===== src/rtl/alu_lockstep_sched.sv =====
// alu_lockstep_sched
//
// Purpose: sequencer and self-test controller for a dual 4-bit lockstep ALU
// datapath. It drives identical operands and op-selects to both ALUs. This
// happens either once (single-vector mode) or across all 1024 {sel,a,b}
// combinations (sweep mode). After ALU_LAT cycles it samples the XOR-compare
// outputs, keeps a saturating mismatch count and captures the first failing
// vector. A fault-inject bit flips the LSB of ALU2's B operand for a whole run,
// so the checker itself can be exercised.
//
// Ports:
//   wb_clk_i, wb_rst_ni         clock, asynchronous active-low reset
//   start_i, abort_i            run control (start sampled only when idle)
//   mode_i                      0 = single vector, 1 = full sweep
//   cfg_a_i, cfg_b_i, cfg_sel_i single-mode operands and op select
//   inject_i                    flip LSB of ALU2 operand B for the run
//   a0_o, b0_o, sel1_o          ALU1 operands / op select
//   a1_o, b1_o, sel2_o          ALU2 operands / op select
//   x_i, y_i                    result / carry XOR compare from the datapath
//   busy_o, done_o, pass_o      run status
//   err_cnt_o                   saturating mismatch count
//   fail_vec_o, fail_x_o, fail_y_o  first failing {sel,a,b} and its compare
module alu_lockstep_sched #(
  parameter int ALU_LAT      = 1,
  parameter int ERR_W        = 8,
  parameter int STOP_ON_FAIL = 0
) (
  input  logic             wb_clk_i,
  input  logic             wb_rst_ni,
  input  logic             start_i,
  input  logic             abort_i,
  input  logic             mode_i,
  input  logic [3:0]       cfg_a_i,
  input  logic [3:0]       cfg_b_i,
  input  logic [1:0]       cfg_sel_i,
  input  logic             inject_i,
  output logic [3:0]       a0_o,
  output logic [3:0]       b0_o,
  output logic [3:0]       a1_o,
  output logic [3:0]       b1_o,
  output logic [1:0]       sel1_o,
  output logic [1:0]       sel2_o,
  input  logic [3:0]       x_i,
  input  logic             y_i,
  output logic             busy_o,
  output logic             done_o,
  output logic             pass_o,
  output logic [ERR_W-1:0] err_cnt_o,
  output logic [9:0]       fail_vec_o,
  output logic [3:0]       fail_x_o,
  output logic             fail_y_o
);

  localparam logic [2:0] S_IDLE  = 3'd0;
  localparam logic [2:0] S_DRIVE = 3'd1;
  localparam logic [2:0] S_WAIT  = 3'd2;
  localparam logic [2:0] S_CHECK = 3'd3;
  localparam logic [2:0] S_FIN   = 3'd4;

  localparam logic [ERR_W-1:0] ERR_MAX = '1;
  // WAIT counts down from ALU_LAT-2 to 0, so it lasts ALU_LAT-1 cycles.
  localparam logic [1:0] WAIT_INIT = (ALU_LAT > 1) ? 2'(ALU_LAT - 2) : 2'd0;
  localparam logic [9:0] VEC_LAST  = 10'h3ff;

  logic [2:0]       state;
  logic [9:0]       vec;
  logic             mode_q;
  logic             inj_q;
  logic [1:0]       wait_cnt;

  logic             mism;
  logic             last_vec;
  logic             first_fail;
  logic [ERR_W-1:0] err_next;

  function automatic logic [ERR_W-1:0] sat_inc(input logic [ERR_W-1:0] v);
    return (v == ERR_MAX) ? v : v + 1'b1;
  endfunction

  // In single mode the configured vector is loaded into vec at start, so the
  // sweep and single paths share the same DRIVE/CHECK logic.
  always_comb begin
    mism       = (|x_i) | y_i;
    last_vec   = !mode_q || (vec == VEC_LAST);
    // err_cnt is cleared at start and never wraps, so zero means no failure yet.
    first_fail = mism && (err_cnt_o == '0);
    err_next   = mism ? sat_inc(err_cnt_o) : err_cnt_o;
  end

  assign busy_o = (state != S_IDLE);
  assign done_o = (state == S_FIN);

  always_ff @(posedge wb_clk_i or negedge wb_rst_ni) begin
    if (!wb_rst_ni) begin
      state      <= S_IDLE;
      vec        <= '0;
      mode_q     <= 1'b0;
      inj_q      <= 1'b0;
      wait_cnt   <= '0;
      a0_o       <= '0;
      b0_o       <= '0;
      a1_o       <= '0;
      b1_o       <= '0;
      sel1_o     <= '0;
      sel2_o     <= '0;
      pass_o     <= 1'b0;
      err_cnt_o  <= '0;
      fail_vec_o <= '0;
      fail_x_o   <= '0;
      fail_y_o   <= 1'b0;
    end else begin
      case (state)
        S_IDLE: begin
          if (start_i && !abort_i) begin
            mode_q     <= mode_i;
            inj_q      <= inject_i;
            vec        <= mode_i ? 10'd0 : {cfg_sel_i, cfg_a_i, cfg_b_i};
            err_cnt_o  <= '0;
            fail_vec_o <= '0;
            fail_x_o   <= '0;
            fail_y_o   <= 1'b0;
            pass_o     <= 1'b0;
            state      <= S_DRIVE;
          end
        end

        // Drive stage: operands registered toward both ALUs
        S_DRIVE: begin
          if (abort_i) begin
            state <= S_IDLE;
          end else begin
            a0_o   <= vec[7:4];
            a1_o   <= vec[7:4];
            b0_o   <= vec[3:0];
            b1_o   <= vec[3:0] ^ {3'b000, inj_q};
            sel1_o <= vec[9:8];
            sel2_o <= vec[9:8];
            if (ALU_LAT > 1) begin
              wait_cnt <= WAIT_INIT;
              state    <= S_WAIT;
            end else begin
              state <= S_CHECK;
            end
          end
        end

        // Wait stage: datapath latency beyond the first cycle
        S_WAIT: begin
          if (abort_i) begin
            state <= S_IDLE;
          end else if (wait_cnt == 2'd0) begin
            state <= S_CHECK;
          end else begin
            wait_cnt <= wait_cnt - 2'd1;
          end
        end

        // Check stage: compare sampled; counted even when aborting here
        S_CHECK: begin
          err_cnt_o <= err_next;
          if (first_fail) begin
            fail_vec_o <= {sel1_o, a0_o, b0_o};
            fail_x_o   <= x_i;
            fail_y_o   <= y_i;
          end
          if (abort_i) begin
            state <= S_IDLE;
          end else if (last_vec || (mism && (STOP_ON_FAIL != 0))) begin
            pass_o <= (err_next == '0);
            state  <= S_FIN;
          end else begin
            vec   <= vec + 10'd1;
            state <= S_DRIVE;
          end
        end

        S_FIN: begin
          state <= S_IDLE;
        end

        default: begin
          state <= S_IDLE;
        end
      endcase
    end
  end

endmodule


===== config.mk =====
export PLATFORM = sky130hd
export DESIGN_NAME = alu_lockstep_sched
export DESIGN_NICKNAME = d
export VERILOG_FILES = /design/src/rtl/alu_lockstep_sched.sv
export SDC_FILE = /design/constraint.sdc
export NUM_CORES = 1
export LEC_CHECK = 0
export ABC_AREA = 1
export CORE_MARGIN = 3
export CORE_UTILIZATION = 54
export CTS_CLUSTER_SIZE = 25
export DETAILED_ROUTE_END_ITERATION = 12
export GPL_TIMING_DRIVEN = 0
export PLACE_DENSITY = 0.95
export SYNTH_ARGS = -nofsm -noshare
export SYNTH_HDL_FRONTEND = slang
export SYNTH_SLANG_ARGS = --single-unit

===== constraint.sdc =====
create_clock -name wb_clk_i -period 4.39 [get_ports wb_clk_i]
set_input_delay 0.439 -clock wb_clk_i [delete_from_list [all_inputs] [get_ports wb_clk_i]]
set_output_delay 0.439 -clock wb_clk_i [all_outputs]
set_load 0.01 [all_outputs]

### Clock distribution

Scale bar: 20 um.
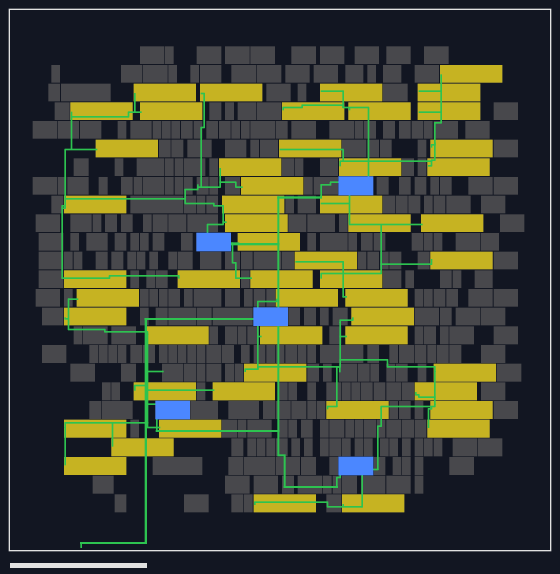
[clock-net drivers] blue | count: 5
[flip-flops] yellow | count: 52
[clock wires] green | length: 624 um
routed clock nets	6

### Wires at chosen ports, followed through buffers

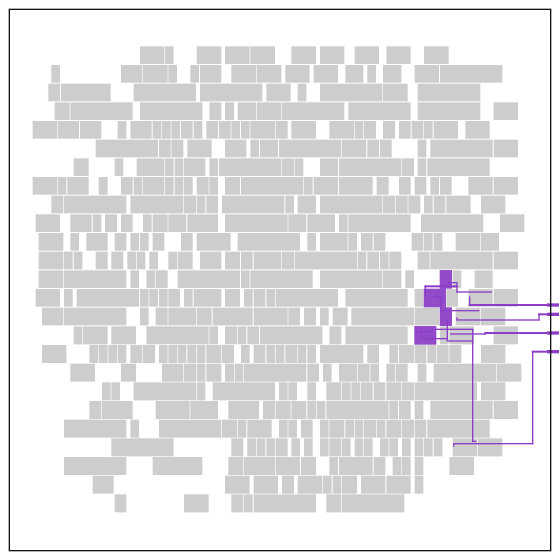
port	colour	bits	direction	end cells	buffers	wire
`x_i`	purple	4	input	6	4	128 um

### Gate families picked out

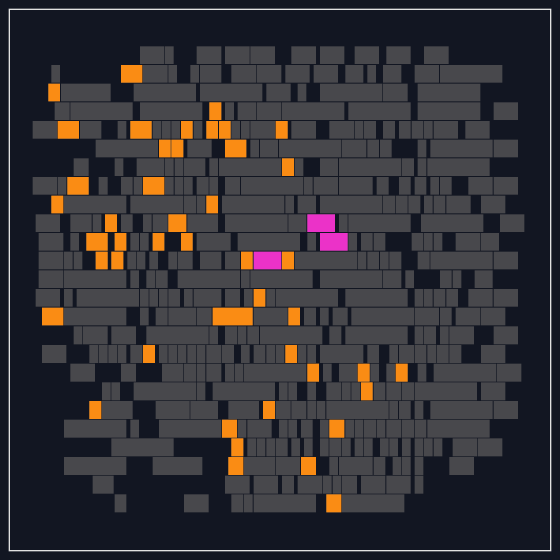
family	colour	cells	most used
aoi and oai cells	orange	45	o21ai_0
mux cells	magenta	3	mux2_2

==> results_tabular.tex <==
% Auto-generated results table
\begin{tabular}{lr}
\hline
Metric & Value \\
\hline
\multicolumn{2}{l}{\textbf{Outcome}} \\
\quad Result of the run & finished, final reports clean \\
\multicolumn{2}{l}{\textbf{Logic synthesis}} \\
\quad Async set-reset flop share out of synthesis & 100\% \\
\quad Synthesized-area fraction occupied by ao, oa, aoi and oai cells & 9.66\% \\
\quad Dominant cell by count in the synthesized netlist & sky130\_fd\_sc\_hd\_\_nand2\_1 \\
\quad Number of register bits inferred by synthesis & between 50 and 60 \\
\quad Top cells by count, synth & sky130\_fd\_sc\_hd\_\_nand2\_1 (88), sky130\_fd\_sc\_hd\_\_dfrtp\_1 (52), sky130\_fd\_sc\_hd\_\_nand3\_1 (49) \\
\quad Syn nets & 371 \\
\quad Instance tally after logic synthesis & about 350 \\
\quad Post-synth top area share & between 40\% and 50\% \\
\quad Cells in synth\_stat.txt & about 350 \\
\multicolumn{2}{l}{\textbf{Setup path}} \\
\quad Cell at the slowest stage of the critical path & sky130\_fd\_sc\_hd\_\_clkdlybuf4s50\_1 \\
\quad Longest individual stage delay on the worst path & roughly 0.57 ns \\
\quad Worst setup path startpoint & state[1]\$\_DFFE\_PN0P\_ \\
\quad Number of cells on the worst reg-to-reg path & 11 \\
\quad Capture point of the worst reg-to-reg path & vec[9]\$\_DFFE\_PN0P\_ \\
\quad Crit path buffers/inverters & 1 \\
\multicolumn{2}{l}{\textbf{Timing}} \\
\quad Worst setup slack after layout & 2.41 ns \\
\quad Post-route fraction of the period consumed by the critical path & between 40\% and 50\% \\
\quad Worst relative slew slack & between 70 and 80\% \\
\quad Final Hold Fails & 0 \\
\quad Total count of max-transition violations in the final report & 0 \\
\multicolumn{2}{l}{\textbf{GRT}} \\
\quad Pin count of the biggest net entering global routing & 37 \\
\quad Vias in the first global route & between 2000 and 3000 \\
\multicolumn{2}{l}{\textbf{Power and ir drop}} \\
\quad P per Cell Area & roughly 550 nW/um\^{}2 \\
\quad Reported sequential group power & between 700 and 800 uW \\
\quad Final Power & just over 2 mW \\
\quad Part of the total power dissipated in the clock network & between 10 and 15\% \\
\multicolumn{2}{l}{\textbf{CTS}} \\
\quad Root buffer selected by CTS & sky130\_fd\_sc\_hd\_\_clkbuf\_8 \\
\quad Clk slew on worst S/H paths & about 0.10 ns \\
\quad Hold\_buf cts & 0 \\
\quad Sink count of the clock tree & roughly 52 \\
\quad Resized Gates After CTS & 0 \\
\multicolumn{2}{l}{\textbf{Finish}} \\
\quad Nets & 445 \\
\quad Registers with the highest flip-flop counts & fail\_vec\_o (10), vec (10), err\_cnt\_o (8) \\
\quad Area Overhead vs Synth & 29.8\% \\
\quad Top logic cell by instance count in the layout & sky130\_fd\_sc\_hd\_\_nand2\_1 \\
\quad Diode insertion count for antenna repair & 0 \\
\multicolumn{2}{l}{\textbf{Run}} \\
\quad Max-capacitance violation count & 0 \\
\quad Number of logged tool warnings & 27 \\
\multicolumn{2}{l}{\textbf{Place}} \\
\quad Routability congestion estimate from global placement & between 0.9 and 1 \\
\quad Number of input and output port buffers inserted & between 60 and 70 \\
\quad Post-DP HPWL & $\sim$5.7 mm \\
\multicolumn{2}{l}{\textbf{Min path}} \\
\quad Hold WC Path Type & in2async \\
\multicolumn{2}{l}{\textbf{Drt}} \\
\quad Routed wire length & 7.37 mm \\
\quad DRC viols & 0 \\
\multicolumn{2}{l}{\textbf{Floorplanning}} \\
\quad Die x size & roughly 80 um \\
\quad Die height & just under 80 um \\
\quad Area of the core & slightly below 5000 um\^{}2 \\
\quad Die Size & 6190 um\^{}2 \\
\hline
\end{tabular}
-- layout make-up --
type	count	area, um^2
sequential	52	1300
fill	348	1210
buffer	20	135
tap	67	83.8
multi-input combinational	239	1270
timing repair buffer	67	676
clock buffer	5	68.8
inverter	35	139
clock inverter	3	21.3
-- stage by stage --
stage               hold WS (ns)  cell area [um^2]  util [%]
finish                    0.0485              3700      75.3
global placement           0.468              3590      73.2
floorplan                  0.143              2850         -
detailed placement         0.400              3610      73.5
global route              0.0782              3700      75.3
CTS                       0.0602              3700      75.3
-- per-layer routing --
| metal | up-vias | global-route usage [%] |
|---|---|---|
| li1 | 1279 | - |
| met1 | 1293 | 30.8 |
| met4 | 0 | 8.22 |
| met5 | - | 0 |
| met3 | 25 | 4.24 |
| met2 | 142 | 43.4 |
Power figures rest on the tool's default switching activity, not on a simulated workload.
